### Signal wires by layer

(6 px per um) Two of the layers only.
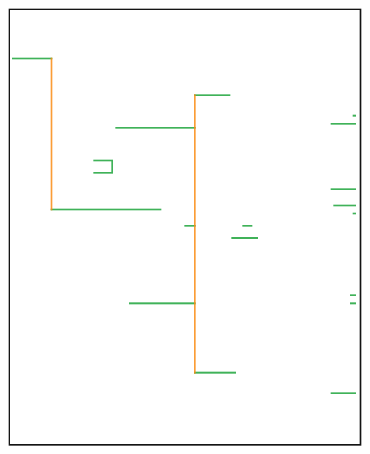
### The metal 3 layer

(4 px per um)
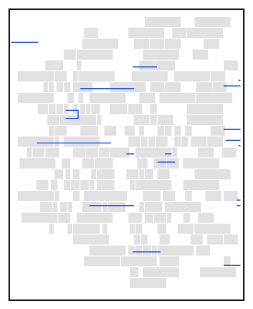
### Routing congestion map

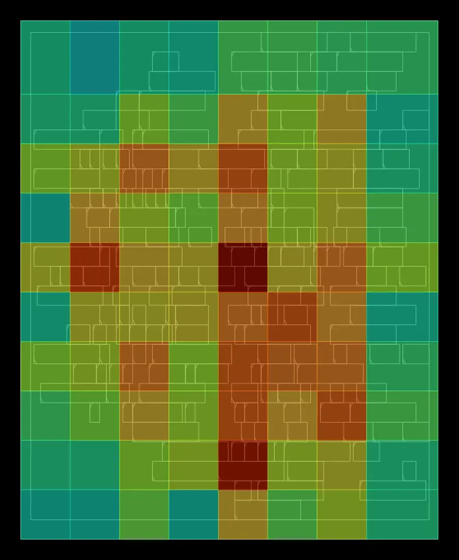
### The metal 1 layer

(8 px per um) Supply wires on this layer in grey.
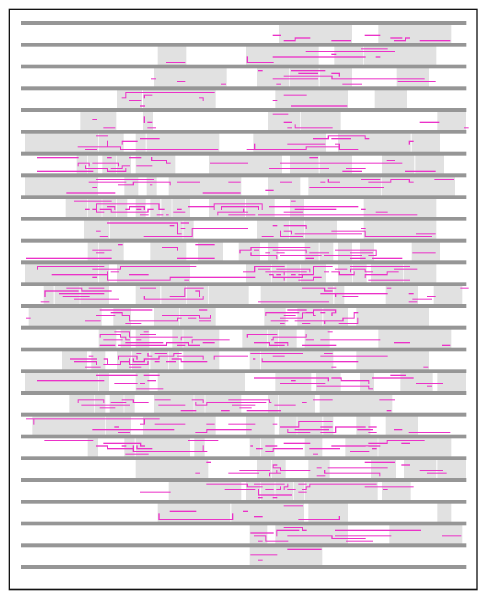
### Sequential cells grouped by signal name

(6 px per um)
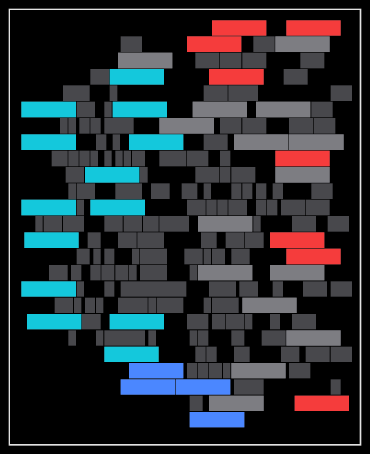
==> src/rtl/uart_recv.sv <==
// uart_recv: 8N1 UART receiver.
// Brings the asynchronous serial line into the clk domain and finds the start-bit
// falling edge. Each bit is sampled once at mid-period. A correctly framed byte is
// presented on uart_data together with a one-cycle uart_done strobe. A low stop bit
// produces a one-cycle frame_err strobe instead, and uart_data is left untouched.
module uart_recv #(
    parameter int unsigned CLK_FREQ = 50000000,
    parameter int unsigned UART_BPS = 9600
) (
    input  logic       clk,
    input  logic       rst_n,
    input  logic       uart_rxd,
    output logic [7:0] uart_data,
    output logic       uart_done,
    output logic       frame_err,
    output logic       rx_busy
);

    // Cycles per bit; the design needs at least 4 so that the midpoint and the
    // wrap point fall in different cycles.
    localparam int unsigned BPS_CNT = CLK_FREQ / UART_BPS;
    localparam int unsigned CNT_W   = $clog2(BPS_CNT);

    localparam logic [CNT_W-1:0] CNT_MAX = CNT_W'(BPS_CNT - 1);
    localparam logic [CNT_W-1:0] CNT_MID = CNT_W'(BPS_CNT / 2);

    localparam logic [3:0] LAST_DATA_BIT = 4'd8;

    localparam logic [1:0] IDLE  = 2'd0;
    localparam logic [1:0] START = 2'd1;
    localparam logic [1:0] DATA  = 2'd2;
    localparam logic [1:0] STOP  = 2'd3;

    logic             rxd_s1_q, rxd_s1_d;
    logic             rxd_s2_q, rxd_s2_d;
    logic             rxd_s3_q, rxd_s3_d;
    logic [1:0]       state_q, state_d;
    logic [CNT_W-1:0] clk_cnt_q, clk_cnt_d;
    logic [3:0]       bit_cnt_q, bit_cnt_d;
    logic [7:0]       shift_q, shift_d;
    logic [7:0]       data_q, data_d;
    logic             done_q, done_d;
    logic             ferr_q, ferr_d;

    logic             start_fall;
    logic             cnt_wrap;
    logic             sample_pt;
    logic [2:0]       bit_idx;

    // Synchroniser chain; the third stage only serves edge detection.
    always_comb begin
        rxd_s1_d = uart_rxd;
        rxd_s2_d = rxd_s1_q;
        rxd_s3_d = rxd_s2_q;
    end

    // Timing events derived from the synchronised line and the bit counters.
    always_comb begin
        start_fall = rxd_s3_q & ~rxd_s2_q;
        cnt_wrap   = (clk_cnt_q == CNT_MAX);
        sample_pt  = (clk_cnt_q == CNT_MID);
        bit_idx    = 3'(bit_cnt_q - 4'd1);
    end

    // Frame FSM: bit timing, data capture and the output strobes.
    always_comb begin
        state_d   = state_q;
        clk_cnt_d = '0;
        bit_cnt_d = '0;
        shift_d   = shift_q;
        data_d    = data_q;
        done_d    = 1'b0;
        ferr_d    = 1'b0;

        // Counters run in every active state and are held at zero in IDLE.
        if (state_q != IDLE) begin
            if (cnt_wrap) begin
                clk_cnt_d = '0;
                bit_cnt_d = bit_cnt_q + 4'd1;
            end else begin
                clk_cnt_d = clk_cnt_q + 1'b1;
                bit_cnt_d = bit_cnt_q;
            end
        end

        case (state_q)
            IDLE: begin
                if (start_fall) begin
                    state_d = START;
                end
            end
            START: begin
                if (sample_pt && rxd_s2_q) begin
                    // Line went high again before mid-bit: a glitch, not a start bit.
                    state_d   = IDLE;
                    clk_cnt_d = '0;
                    bit_cnt_d = '0;
                end else if (cnt_wrap) begin
                    state_d = DATA;
                end
            end
            DATA: begin
                if (sample_pt) begin
                    shift_d[bit_idx] = rxd_s2_q;
                end
                if (cnt_wrap && (bit_cnt_q == LAST_DATA_BIT)) begin
                    state_d = STOP;
                end
            end
            STOP: begin
                // Leaving at mid-stop gives half a bit of slack before the next start edge.
                if (sample_pt) begin
                    state_d   = IDLE;
                    clk_cnt_d = '0;
                    bit_cnt_d = '0;
                    if (rxd_s2_q) begin
                        data_d = shift_q;
                        done_d = 1'b1;
                    end else begin
                        ferr_d = 1'b1;
                    end
                end
            end
            default: begin
                state_d = IDLE;
            end
        endcase
    end

    // State registers with asynchronous active-low reset.
    always_ff @(posedge clk or negedge rst_n) begin
        if (!rst_n) begin
            rxd_s1_q  <= 1'b0;
            rxd_s2_q  <= 1'b0;
            rxd_s3_q  <= 1'b0;
            state_q   <= IDLE;
            clk_cnt_q <= '0;
            bit_cnt_q <= '0;
            shift_q   <= '0;
            data_q    <= '0;
            done_q    <= 1'b0;
            ferr_q    <= 1'b0;
        end else begin
            rxd_s1_q  <= rxd_s1_d;
            rxd_s2_q  <= rxd_s2_d;
            rxd_s3_q  <= rxd_s3_d;
            state_q   <= state_d;
            clk_cnt_q <= clk_cnt_d;
            bit_cnt_q <= bit_cnt_d;
            shift_q   <= shift_d;
            data_q    <= data_d;
            done_q    <= done_d;
            ferr_q    <= ferr_d;
        end
    end

    // Output mapping.
    always_comb begin
        uart_data = data_q;
        uart_done = done_q;
        frame_err = ferr_q;
        rx_busy   = (state_q != IDLE);
    end

endmodule

==> config.mk <==
export PLATFORM = sky130hd
export DESIGN_NAME = uart_recv
export DESIGN_NICKNAME = d
export VERILOG_FILES = /design/src/rtl/uart_recv.sv
export SDC_FILE = /design/constraint.sdc
export NUM_CORES = 1
export LEC_CHECK = 0
export CORE_ASPECT_RATIO = 1.25
export CORE_MARGIN = 1
export CORE_UTILIZATION = 48
export CTS_CLUSTER_SIZE = 40
export DETAILED_ROUTE_END_ITERATION = 8
export HOLD_SLACK_MARGIN = 0.15
export PLACE_DENSITY_LB_ADDON = 0.2
export SYNTH_ARGS = -nofsm -noshare
export SYNTH_HDL_FRONTEND = slang
export SYNTH_SLANG_ARGS = --single-unit
export TNS_END_PERCENT = 1
==> constraint.sdc <==
create_clock -name clk -period 4.3 [get_ports clk]
set_clock_uncertainty 0.05 [all_clocks]
set_input_delay 0.43 -clock clk [delete_from_list [all_inputs] [get_ports clk]]
set_output_delay 0.43 -clock clk [all_outputs]
set_load 0.01 [all_outputs]
==> qor.yml <==
status: "complete, no violations"
setup.worst_path.class: "reg2out"
synth.net_count: 175
synth.avg_cell_area_um2: 11.38
cts_tree: "done"
worst-path-buf-inv: 1
wire_per_inst_um: 14.59
final-setup-viol-count: 0
crit_path_required_time_ps: 3820
syn_inst: 167
yosys_warnings: 0
achievable-frequency_mhz: 456.2
dr.pass1.iters: 4
avgViaCountPerCell: 5.405
worstSkewPairLatency_ps: 290
design.portCount: 14
worstSetupEndpointType: "primary output"
grt_overflow_total: 0
post-cts-setup-buffer-count: 0
finish.net_count: 190
die_w_um: 58.28
edf_count: 0
clk_path_buf_depth: 2
max-cap-violations: 0
critPathMaxStageDelay_ps: 510
max-vdd-ir-drop_uv: 277.7
warning_count: 29
finalCritPeriodShare_pct: 50.98
via_count_of_the_first_global_routing_pass: 1347
worstSetupStartpointType: "register"
max_transition_margin_pct: 43.02
ys_ff: 40
synth-async-reset-ratio_pct: 100.0
remaining_drc_errors: 0
hold_buffers: 0
critPathTopFamily: "buffers and inverters"
std_cell_rows: 25
critical-path-slowest-cell: "clkdlybuf4s50_1"
antenna_left: 0
worstPathArrival_ps: 1710
initialDrtViolationCount: 31
post_cts_resize_count: 0
final-max-slew-violation-count: 0
placeableCoreArea_um2: 3785
layout-area-overhead-vs-synth_pct: 14.75
finalSetupTns_ps: 0
total_leakage_power_nw: 0.9828
finalHoldViolations: 0
ctsRootBufferMaster: "clkbuf_8"
floorplan.die.height_um: 72.35
path_max_fanout: 13
synth.yosys.num_cells: 167
cp_cell_sequence: "or2_2, clkdlybuf4s50_1"
synthDistinctLibCells: 36
clock_sink_count: 40
place.detailed.instances: 229
power_per_cell_area_nw_per_um2: 387.8
hold_path_class: "in2async"
routability_congestion_estimate: 0.8628
synth_seq_share_pct: 52.67
largest_net_degree_at_the_start_of_global_routing: 41
dp_hpwl_mm: 2.560
h-tree-depth: 2
ys_chip_area_um2: 1901
max_slew.worst_pin.slew_ps: 854.7
stdcell_count: 237
cell_area_after_synthesis_um2: 1901
filler_cell_count: 337
cts.reportedPaths.clkPinSlew_ps: 80
layout-drive-gt1-share_pct: 19.67
ys.flop_type: "dfrtp_1"
number_of_antenna_violations_at_the_first_check_in_global_routing: 0
number_of_cts_inserted_buffers: 5
io_buffer_count: 13
grt_first_pass_wirelength_mm: 6.078
die-area_um2: 4217
reg2reg_slack_ps: 2330
initCoreUtil_pct: 50.21
num_antenna_cells: 0
unrepaired_setup_endpoints_after_global_routing: "false"
layout.area.comb_um2: 849.6
finalCriticalPeriod_ps: 2192
About 'Signal wires by layer':
- met4: orange (wire length 71.4 um)
- met3: green (wire length 93.1 um)

About 'The metal 3 layer':
- longest straight run: 18.2 um
- share of all routed wire: 2.7%
- wire length on this layer: 93.1 um
total wire length: 3.459 mm
Via Count: 1281
met3 track demand over resource in global routing: 4.813%

About 'Routing congestion map':
end-of-flow core utilization: 57.62%
met1 track demand over resource in global routing: 20.61%
all-layer global routing usage: 19.64%

About 'The metal 1 layer':
- wire length on this layer: 1380 um
- nets with wire on the layer: 164
- share of all routed wire: 40%

About 'Sequential cells grouped by signal name':
- bit_cnt_q: blue (flops 4; where bottom middle)
- uart_data: red (flops 8)
- clk_cnt_q: cyan (flops 13)
- not coloured: 15
fraction of standard cell area that is sequential: 45.90%
power of the sequential group: 0.444 mW
Sequential Area: 1001 um2

[per-layer routing]
layer / track usage [%] / share of wire (%)
met1: 20.61 / 40
met2: 36.40 / 55
met3: 4.813 / 2.7
met4: 8.730 / 2.1
met5: 0 / 0
[cell usage after synthesis (5+ instances only)]
master	instances	area, um2
dfrtp_1	40	1001
ha_1	5	62.56
inv_1	8	30.03
mux2_2	16	180.2
nand3_1	14	70.07
nor2_1	18	67.56
nor3_1	6	30.03
xnor2_1	8	70.07
xor2_1	6	52.55
[where the power goes]
part / leakage (nW) / internal [mW] / switching [mW]
sequential: 0.541 / 0.401 / 0.0431
combinational: 0.386 / 0.0466 / 0.0592
clock: 0.0552 / 0.172 / 0.124
total: 0.983 / 0.620 / 0.226
[cells in the final DEF (no fill, tap or decap), drive strengths merged, types with 4 or more instances in the layout]
cell type / n
clkbuf: 6
clkdlybuf4s50: 12
dfrtp: 40
ha: 5
inv: 8
mux2: 16
nand2: 4
nand3: 14
nand4: 6
nor2: 19
nor3: 6
o21ai: 5
xnor2: 8
xor2: 6
[registers in the layout, summed over array words and instances, names as in the netlist, named ones only]
name	cells
clk_cnt_q	13
shift_q	8
uart_data	8
bit_cnt_q	4
frame_err	1
rxd_s1_q	1
rxd_s2_q	1
rxd_s3_q	1
state_q	1
uart_done	1
[final timing paths]
check	cells past startpoint	startpoint	end
min	1	rst_n	uart_data[7]
min in group clk	0	rxd_s1_q	rxd_s2_q
max reg2reg	6	clk_cnt_q[0]	uart_data[2]
max	2	register	rx_busy
max in group asynchronous	1	rst_n	rxd_s1_q
min reg2reg	0	rxd_s1_q	rxd_s2_q
[cell type report]
cell class                      instances  share of cell area (%)
Inverter                                8                   1.377
Timing Repair Buffer                   13                   5.737
Multi-Input combinational cell        114                   38.96
Tap cell                               54                   3.098
Clock inverter                          2                   1.606
Clock buffer                            6                   3.328
Sequential cell                        40                   45.90
[metrics by stage]
step / util (%) / setup slack, ps / area (um2) / hold WS (ps) / power (mW)
2_1_floorplan: - / 2531 / 1901 / 84.41 / 0.5166
3_3_place_gp: 54.78 / 2385 / 2073 / 283.2 / 0.5510
3_5_place_dp: 54.78 / 2319 / 2073 / 299.1 / 0.5607
4_1_cts: 57.62 / 2101 / 2181 / 221.7 / 0.8572
5_1_grt: 57.62 / 2036 / 2181 / 282.6 / 0.8897
6_report: 57.62 / 2108 / 2181 / 192.1 / 0.8458
[logic make-up after synthesis]
group	Yosys count	synth area share, %
AND/OR/NAND/NOR	67	21.26
flip-flops	40	52.67
multiplexers	17	10.01
XOR/XNOR	14	6.452
buffers and inverters	13	2.633
AND-OR/OR-AND	11	3.687
adder cells (fa/ha/maj)	5	3.292
Power figures rest on the tool's default switching activity, not on a simulated workload.
